`src/rtl/noc_ni_tx.sv`:
```
// ---------------------------------------------------------------------------
// noc_ni_tx -- network-interface transmitter (PE -> mesh router local port)
//
// Takes {destination, payload} from the local processing element over a
// valid/ready interface and queues it in a small FIFO. It then launches one
// packet at a time towards the router using a 2-phase (transition-signalling)
// req/ack handshake. The router header {dst_x, dst_y, x_higher, y_higher} is
// computed when the packet is pushed, so the FIFO stores ready-to-send words.
//
// Ports
//   clk            clock
//   rst            asynchronous active-low reset
//   pkt_valid_i    local packet offered
//   pkt_ready_o    FIFO can accept (registered, equals !full)
//   pkt_dst_x_i    destination X coordinate
//   pkt_dst_y_i    destination Y coordinate
//   pkt_payload_i  payload
//   req_o          2-phase request, one toggle per packet
//   data_o         packet word, stable while a handshake is outstanding
//   ack_i          2-phase acknowledge from the router (asynchronous to clk)
//   busy_o         FIFO non-empty or handshake outstanding
//   sent_cnt_o     completed handshakes, wraps at 2^16
//   err_o          sticky ack-timeout flag
//
// Optional feature macro: NI_TX_ACK_TIMEOUT_EN
//   Defined   -> a 16-bit watchdog counts cycles spent waiting for ack and
//                sets err_o (sticky until reset) once it reaches TIMEOUT.
//   Undefined -> no watchdog is built and err_o is tied low.
// ---------------------------------------------------------------------------
module noc_ni_tx #(
  parameter int PAYLOAD     = 32,
  parameter int X_BITS      = 1,
  parameter int Y_BITS      = 1,
  parameter int MY_X        = 0,
  parameter int MY_Y        = 0,
  parameter int DEPTH       = 4,
  parameter int TIMEOUT     = 1024,
  parameter int packet_size = X_BITS + Y_BITS + 2 + PAYLOAD
) (
  input  logic                   clk,
  input  logic                   rst,
  input  logic                   pkt_valid_i,
  output logic                   pkt_ready_o,
  input  logic [X_BITS-1:0]      pkt_dst_x_i,
  input  logic [Y_BITS-1:0]      pkt_dst_y_i,
  input  logic [PAYLOAD-1:0]     pkt_payload_i,
  output logic                   req_o,
  output logic [packet_size-1:0] data_o,
  input  logic                   ack_i,
  output logic                   busy_o,
  output logic [15:0]            sent_cnt_o,
  output logic                   err_o
);

  localparam int AW = $clog2(DEPTH);
  localparam int CW = AW + 1;
  localparam logic [X_BITS-1:0] MY_X_V   = X_BITS'(MY_X);
  localparam logic [Y_BITS-1:0] MY_Y_V   = Y_BITS'(MY_Y);
  localparam logic [CW-1:0]     FULL_CNT = CW'(DEPTH);

  typedef enum logic {S_IDLE, S_WAIT} state_t;

  // Elaboration-time parameter sanity checks.
  if (DEPTH < 2 || (DEPTH & (DEPTH - 1)) != 0) begin : g_depth_check
    $error("noc_ni_tx: DEPTH must be a power of two and at least 2");
  end
  if (TIMEOUT < 1 || TIMEOUT > 65535) begin : g_timeout_check
    $error("noc_ni_tx: TIMEOUT must fit the 16-bit watchdog (1..65535)");
  end

  state_t                 state;
  logic                   ack_s1, ack_s;
  logic [AW-1:0]          wr_ptr, rd_ptr;
  logic [CW-1:0]          count, count_next;
  logic                   push, pop;
  logic                   x_higher, y_higher;
  logic [packet_size-1:0] push_data;
  logic [packet_size-1:0] mem [DEPTH];

  // Header is built on the way in; unsigned compares against this node.
  assign x_higher  = (pkt_dst_x_i > MY_X_V);
  assign y_higher  = (pkt_dst_y_i > MY_Y_V);
  assign push_data = {pkt_dst_x_i, pkt_dst_y_i, x_higher, y_higher, pkt_payload_i};

  // pkt_ready_o is registered, so it is a safe push qualifier: it is low
  // whenever the FIFO is full, which makes push-while-full impossible.
  assign push = pkt_valid_i && pkt_ready_o;
  // Pop uses the registered count, so a packet pushed this edge is only
  // launched on the following edge.
  assign pop  = (state == S_IDLE) && (count != '0);

  always_comb begin
    // NOTE: default first so every path assigns count_next; otherwise a latch is inferred.
    count_next = count;
    case ({push, pop})
      2'b10:   count_next = count + CW'(1);
      2'b01:   count_next = count - CW'(1);
      default: count_next = count;
    endcase
  end

  // Two-flop synchronizer: ack_i comes from the router's clock domain.
  always_ff @(posedge clk or negedge rst) begin
    // NOTE: sequential state uses non-blocking assignments so every flop samples pre-edge values.
    if (!rst) begin
      ack_s1 <= 1'b0;
      ack_s  <= 1'b0;
    end else begin
      ack_s1 <= ack_i;
      ack_s  <= ack_s1;
    end
  end

  // FIFO storage.
  // NOTE: the data array carries no reset; entries are never read before being written.
  always_ff @(posedge clk) begin
    if (push) mem[wr_ptr] <= push_data;
  end

  // FIFO pointers, occupancy and the registered ready flag.
  always_ff @(posedge clk or negedge rst) begin
    if (!rst) begin
      wr_ptr      <= '0;
      rd_ptr      <= '0;
      count       <= '0;
      pkt_ready_o <= 1'b1;
    end else begin
      if (push) wr_ptr <= wr_ptr + AW'(1);
      if (pop)  rd_ptr <= rd_ptr + AW'(1);
      count       <= count_next;
      pkt_ready_o <= (count_next != FULL_CNT);
    end
  end

  // Launch FSM: IDLE pops and toggles req_o; WAIT holds req_o/data_o until
  // the synchronized ack phase catches up with req_o. An ack toggle seen in
  // IDLE is simply not looked at.
  always_ff @(posedge clk or negedge rst) begin
    if (!rst) begin
      state      <= S_IDLE;
      req_o      <= 1'b0;
      data_o     <= '0;
      sent_cnt_o <= '0;
    end else begin
      case (state)
        S_IDLE: begin
          if (pop) begin
            data_o <= mem[rd_ptr];
            req_o  <= ~req_o;
            state  <= S_WAIT;
          end
        end
        S_WAIT: begin
          if (ack_s == req_o) begin
            sent_cnt_o <= sent_cnt_o + 16'd1;
            state      <= S_IDLE;
          end
        end
        default: state <= S_IDLE;
      endcase
    end
  end

  assign busy_o = (count != '0) || (state == S_WAIT);

`ifdef NI_TX_ACK_TIMEOUT_EN
  logic [15:0] wd_cnt;
  logic        err_q;

  // Watchdog restarts on every launch and counts WAIT cycles; it saturates
  // rather than wrapping so a very long stall cannot re-arm it.
  always_ff @(posedge clk or negedge rst) begin
    if (!rst) begin
      wd_cnt <= '0;
      err_q  <= 1'b0;
    end else if (pop) begin
      wd_cnt <= '0;
    end else if (state == S_WAIT) begin
      if (wd_cnt != 16'hFFFF) wd_cnt <= wd_cnt + 16'd1;
      if ((32'(wd_cnt) + 32'd1) >= 32'(TIMEOUT)) err_q <= 1'b1;
    end
  end

  assign err_o = err_q;
`else
  assign err_o = 1'b0;
`endif

endmodule

```
`config.mk`:
```
export PLATFORM = sky130hd
export DESIGN_NAME = noc_ni_tx
export DESIGN_NICKNAME = d
export VERILOG_FILES = /design/src/rtl/noc_ni_tx.sv
export SDC_FILE = /design/constraint.sdc
export NUM_CORES = 1
export LEC_CHECK = 0
export CAP_MARGIN = 20
export CORE_UTILIZATION = 50
export CTS_BUF_LIST = sky130_fd_sc_hd__clkbuf_8
export CTS_CLUSTER_SIZE = 8
export DETAILED_ROUTE_END_ITERATION = 12
export PLACE_DENSITY = 0.7
export RECOVER_POWER = 25
export SLEW_MARGIN = 40
export SYNTH_ARGS = -nofsm -noshare
export SYNTH_HDL_FRONTEND = slang
export SYNTH_SLANG_ARGS = --single-unit
```
`constraint.sdc`:
```
create_clock -name clk -period 5.2 [get_ports clk]
set_input_delay 1.56 -clock clk [delete_from_list [all_inputs] [get_ports clk]]
set_output_delay 1.56 -clock clk [all_outputs]
set_load 0.01 [all_outputs]
```
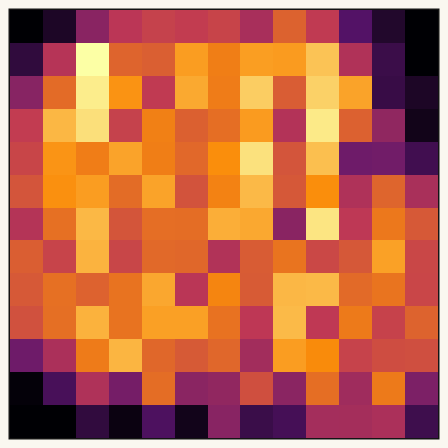
(images/util_map.png)
The die is cut into 13 by 13 equal tiles; black is low, pale yellow is high, 0 to 100% covered.
fullest tile: 100%
nearly empty tiles: 3.6%
mean over tiles: 56%

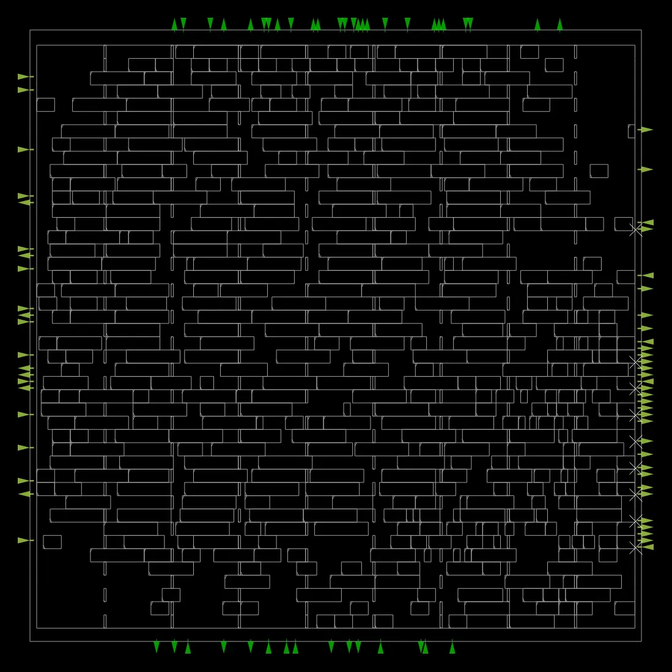
(images/placed.png)
# rows: 44
final core utilization: 61.8%
fillcell total: 1056

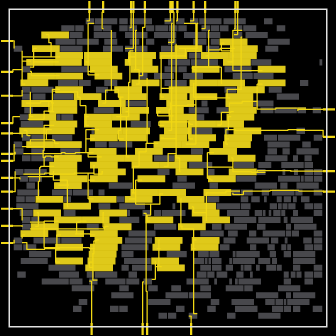
(images/port_trees.png)
legend:
  yellow:
    port: pkt_payload_i
    bits: 32
    direction: input
    edge: 12 left, 12 top, 4 right, 4 bottom
    end_cells: 128
    buffers: 32
    wire: 1870 um

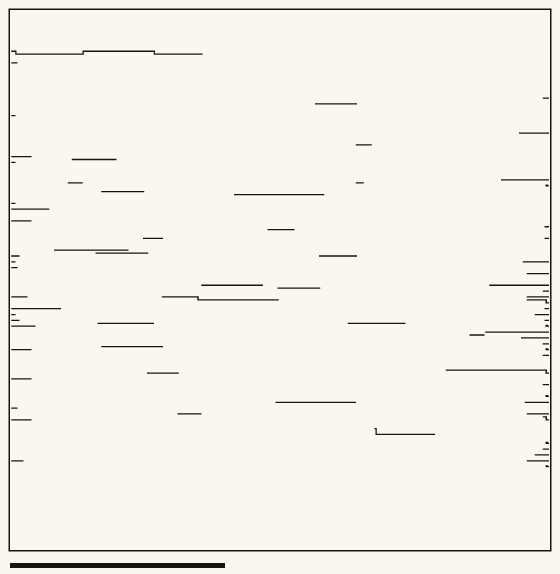
(images/m3.png)
Scale bar: 50 um.
share of all routed wire: 3.8%
longest straight run: 23.2 um
wire length on this layer: 491 um
met3 usage: 3.98%
via count: 3575
aggregate routed wire length: 12.8 mm

==> flow_summary.ini <==
; generated from flow reports
[global_route]
grt_pass1_vias = 3756
grt_max_degree = 63
grtUsageMet2_pct = 30.3
antenna_found_initial = 0
grt_use_total_pct = 17.8
gr-max-usage-layer = met2
grt_use_met1_pct = 22.5

[layout]
clkCellAreaFrac_pct = 4.58
numSequentialCells = 198
antenna_cells = 0
seq_share_pct = 62.1
num-nonclk-inverters = 5
fin_nets = 504
buffers = 94
multiInputCombCellCount = 143
clock_buffers = 17
sh_comb_area_pct = 20.3
buf_share_pct = 10.3
regArea_um2 = 5640

[power]
p_per_area_nw_per_um2 = 555
swShare_pct = 28.9
leakagePower_nw = 3.32
power_clock_w = 0.00101
p_comb_share_pct = 32.5
p_int_w = 0.00359
comb_power_w = 0.00164
power.clock.fraction_pct = 19.9
p_sw_w = 0.00146
seqPwrFrac_pct = 47.5
ir_drop_v = 0.000268

[job]
maxCapViolCount = 1
warnings = 29

[setup_path]
critical_path_buf_inv_count = 1
path_class = flip-flop to flip-flop
max_stage_delay_ps = 1280
critical_path.top_delay_family = buffers and inverters
path_max_fanout = 20
crit_required_ps = 5540
critPathLaunchType = flip-flop
reg2reg_slack_ps = 1750
slowest_stage = clkbuf_1

[timing]
tightest_slew_ps = 1680
hold-worst-slack_ps = 354
max_freq_mhz = 290
timing.final.ws_setup_ps = 1750
slew_viol_final = 21
finalCriticalPeriod_ps = 3450
slew_headroom_pct = -12.1
hold_viol_final = 0
skew_ps = 7.09
rsz0062_at_grt = no
fin_crit_sh_pct = 66.4
setup_viol_count_final = 0
final.setup.tns_ps = 0

[die]
core_area_um2 = 14700
dieArea_um2 = 15800
ios = 94
floorplan.core_util_pct = 51.9
nWellTaps = 184
fp.dieH_um = 126

[route]
ant_nets = 0
drc = 9
met2_length_mm = 6.78
vias_per_cell = 5.45
wl_met1_mm = 5.41
drt_iter0_markers = 193
drtPass1Iterations = 8
wl_per_cell_um = 19.6
routed.top_layer = met4

[cts]
cts_root_buf = clkbuf_8
ctsHoldBuffers = 0
cts-buffers-inserted = 17
clk_pin_slew_ps = 90
clk_path_buf_depth = 2
ctsHtreeMaxLevel = 4
cts_setup_buffers = 0
cts_tree = yes
cts_resized = 0

[placement]
finalWeightedCongestion = 0.752

[status]
violations = DRC, capacitance limit, slew limit
status = finished with violations

[logic_synthesis]
ys_cells = 362
yosysUniqueCellTypes = 31
syn-cell-area_um2 = 7630
synth_warnings = 0
postSynthAreaPerCell_um2 = 21.1
synth-seq-cells = 198
syn_inst = 362

[min_path]
hold_class = flip-flop to flip-flop
[final timing paths]
kind                                             from                        end  cells past startpoint
min in group asynchronous                         rst  sent_cnt_o[2]$_DFFE_PN0P_                      1
worst min register to register       ack_s1$_DFF_PN0_            ack_s$_DFF_PN0_                      0
max in group asynchronous                         rst      rd_ptr[1]$_DFFE_PN0N_                      1
worst min-delay path                 ack_s1$_DFF_PN0_            ack_s$_DFF_PN0_                      0
worst max register to register  rd_ptr[0]$_DFFE_PN0N_      data_o[3]$_DFFE_PN0P_                      3
worst max-delay path            rd_ptr[0]$_DFFE_PN0N_      data_o[3]$_DFFE_PN0P_                      3
[metrics by stage]
step / area [um2] / total power, W / cells
after CTS: 9100 / 0.00514 / 656
after global placement: 8670 / 0.00408 / 624
after global routing: 9090 / 0.00532 / 656
after floorplan: 7630 / 0.00353 / 362
final: 9090 / 0.00505 / 656
after detailed placement: 8680 / 0.00414 / 624
[layout by cell type (no fill, tap or decap), types with 6 or more instances in the layout]
cell	count
edfxtp_1	136
clkdlybuf4s50_1	82
dfrtp_1	60
mux4_2	28
mux2_4	25
clkbuf_8	17
xor2_1	13
xnor2_1	11
dlygate4sd3_1	9
mux2_2	8
nor2_1	7
inv_1	6
nand4_1	6
nand3_1	6
mux4_1	6
ha_1	6
[state kept, by name, summed over array words and instances, names as in the netlist]
name / count
ack_s: 1
ack_s1: 1
count: 3
data_o: 34
mem: 136
pkt_ready_o: 1
rd_ptr: 2
req_o: 1
sent_cnt_o: 16
state: 1
wr_ptr: 2
[cell usage after synthesis]
cell | count | share of area, %
edfxtp_1 | 136 | 54
dfrtp_1 | 61 | 20
mux2_4 | 28 | 5.5
mux4_2 | 28 | 8.3
xor2_1 | 13 | 1.5
xnor2_1 | 11 | 1.3
and3_1 | 8 | 0.66
mux2_2 | 8 | 1.2
nor2_1 | 8 | 0.39
ha_1 | 6 | 0.98
mux4_1 | 6 | 2.1
nand3_1 | 6 | 0.39
nand4_1 | 6 | 0.49
buf_2 | 5 | 0.33
buf_4 | 5 | 0.49
inv_1 | 5 | 0.25
nand2_1 | 5 | 0.25
buf_12 | 3 | 0.79
and4_1 | 2 | 0.23
a21boi_0 | 1 | 0.098
and2_1 | 1 | 0.082
buf_1 | 1 | 0.049
buf_6 | 1 | 0.15
clkbuf_1 | 1 | 0.049
conb_1 | 1 | 0.049
dfstp_2 | 1 | 0.34
fa_1 | 1 | 0.26
mux2i_1 | 1 | 0.13
nand2b_1 | 1 | 0.082
nor3_1 | 1 | 0.066
nor4_1 | 1 | 0.082
[worst reg2reg max path: cells and delay by family, from the launching register on]
kind                   cells  cell delay [ps]
multiplexers               2             1030
buffers and inverters      1             1290
flip-flops                 1             1030
[cells by family (layout without fill, tap and decap cells)]
group | after synthesis | after routing | share of synthesized area (%)
other cells | 1 | 1 | 0.0491
xor+xnor | 24 | 24 | 2.75
compound gates | 1 | 1 | 0.0984
flops | 198 | 198 | 73.9
simple gates | 39 | 39 | 2.72
buf+inv | 21 | 131 | 2.10
mux | 71 | 71 | 17.2
fa+ha+maj | 7 | 7 | 1.25
Power and IR drop assume default switching activity.
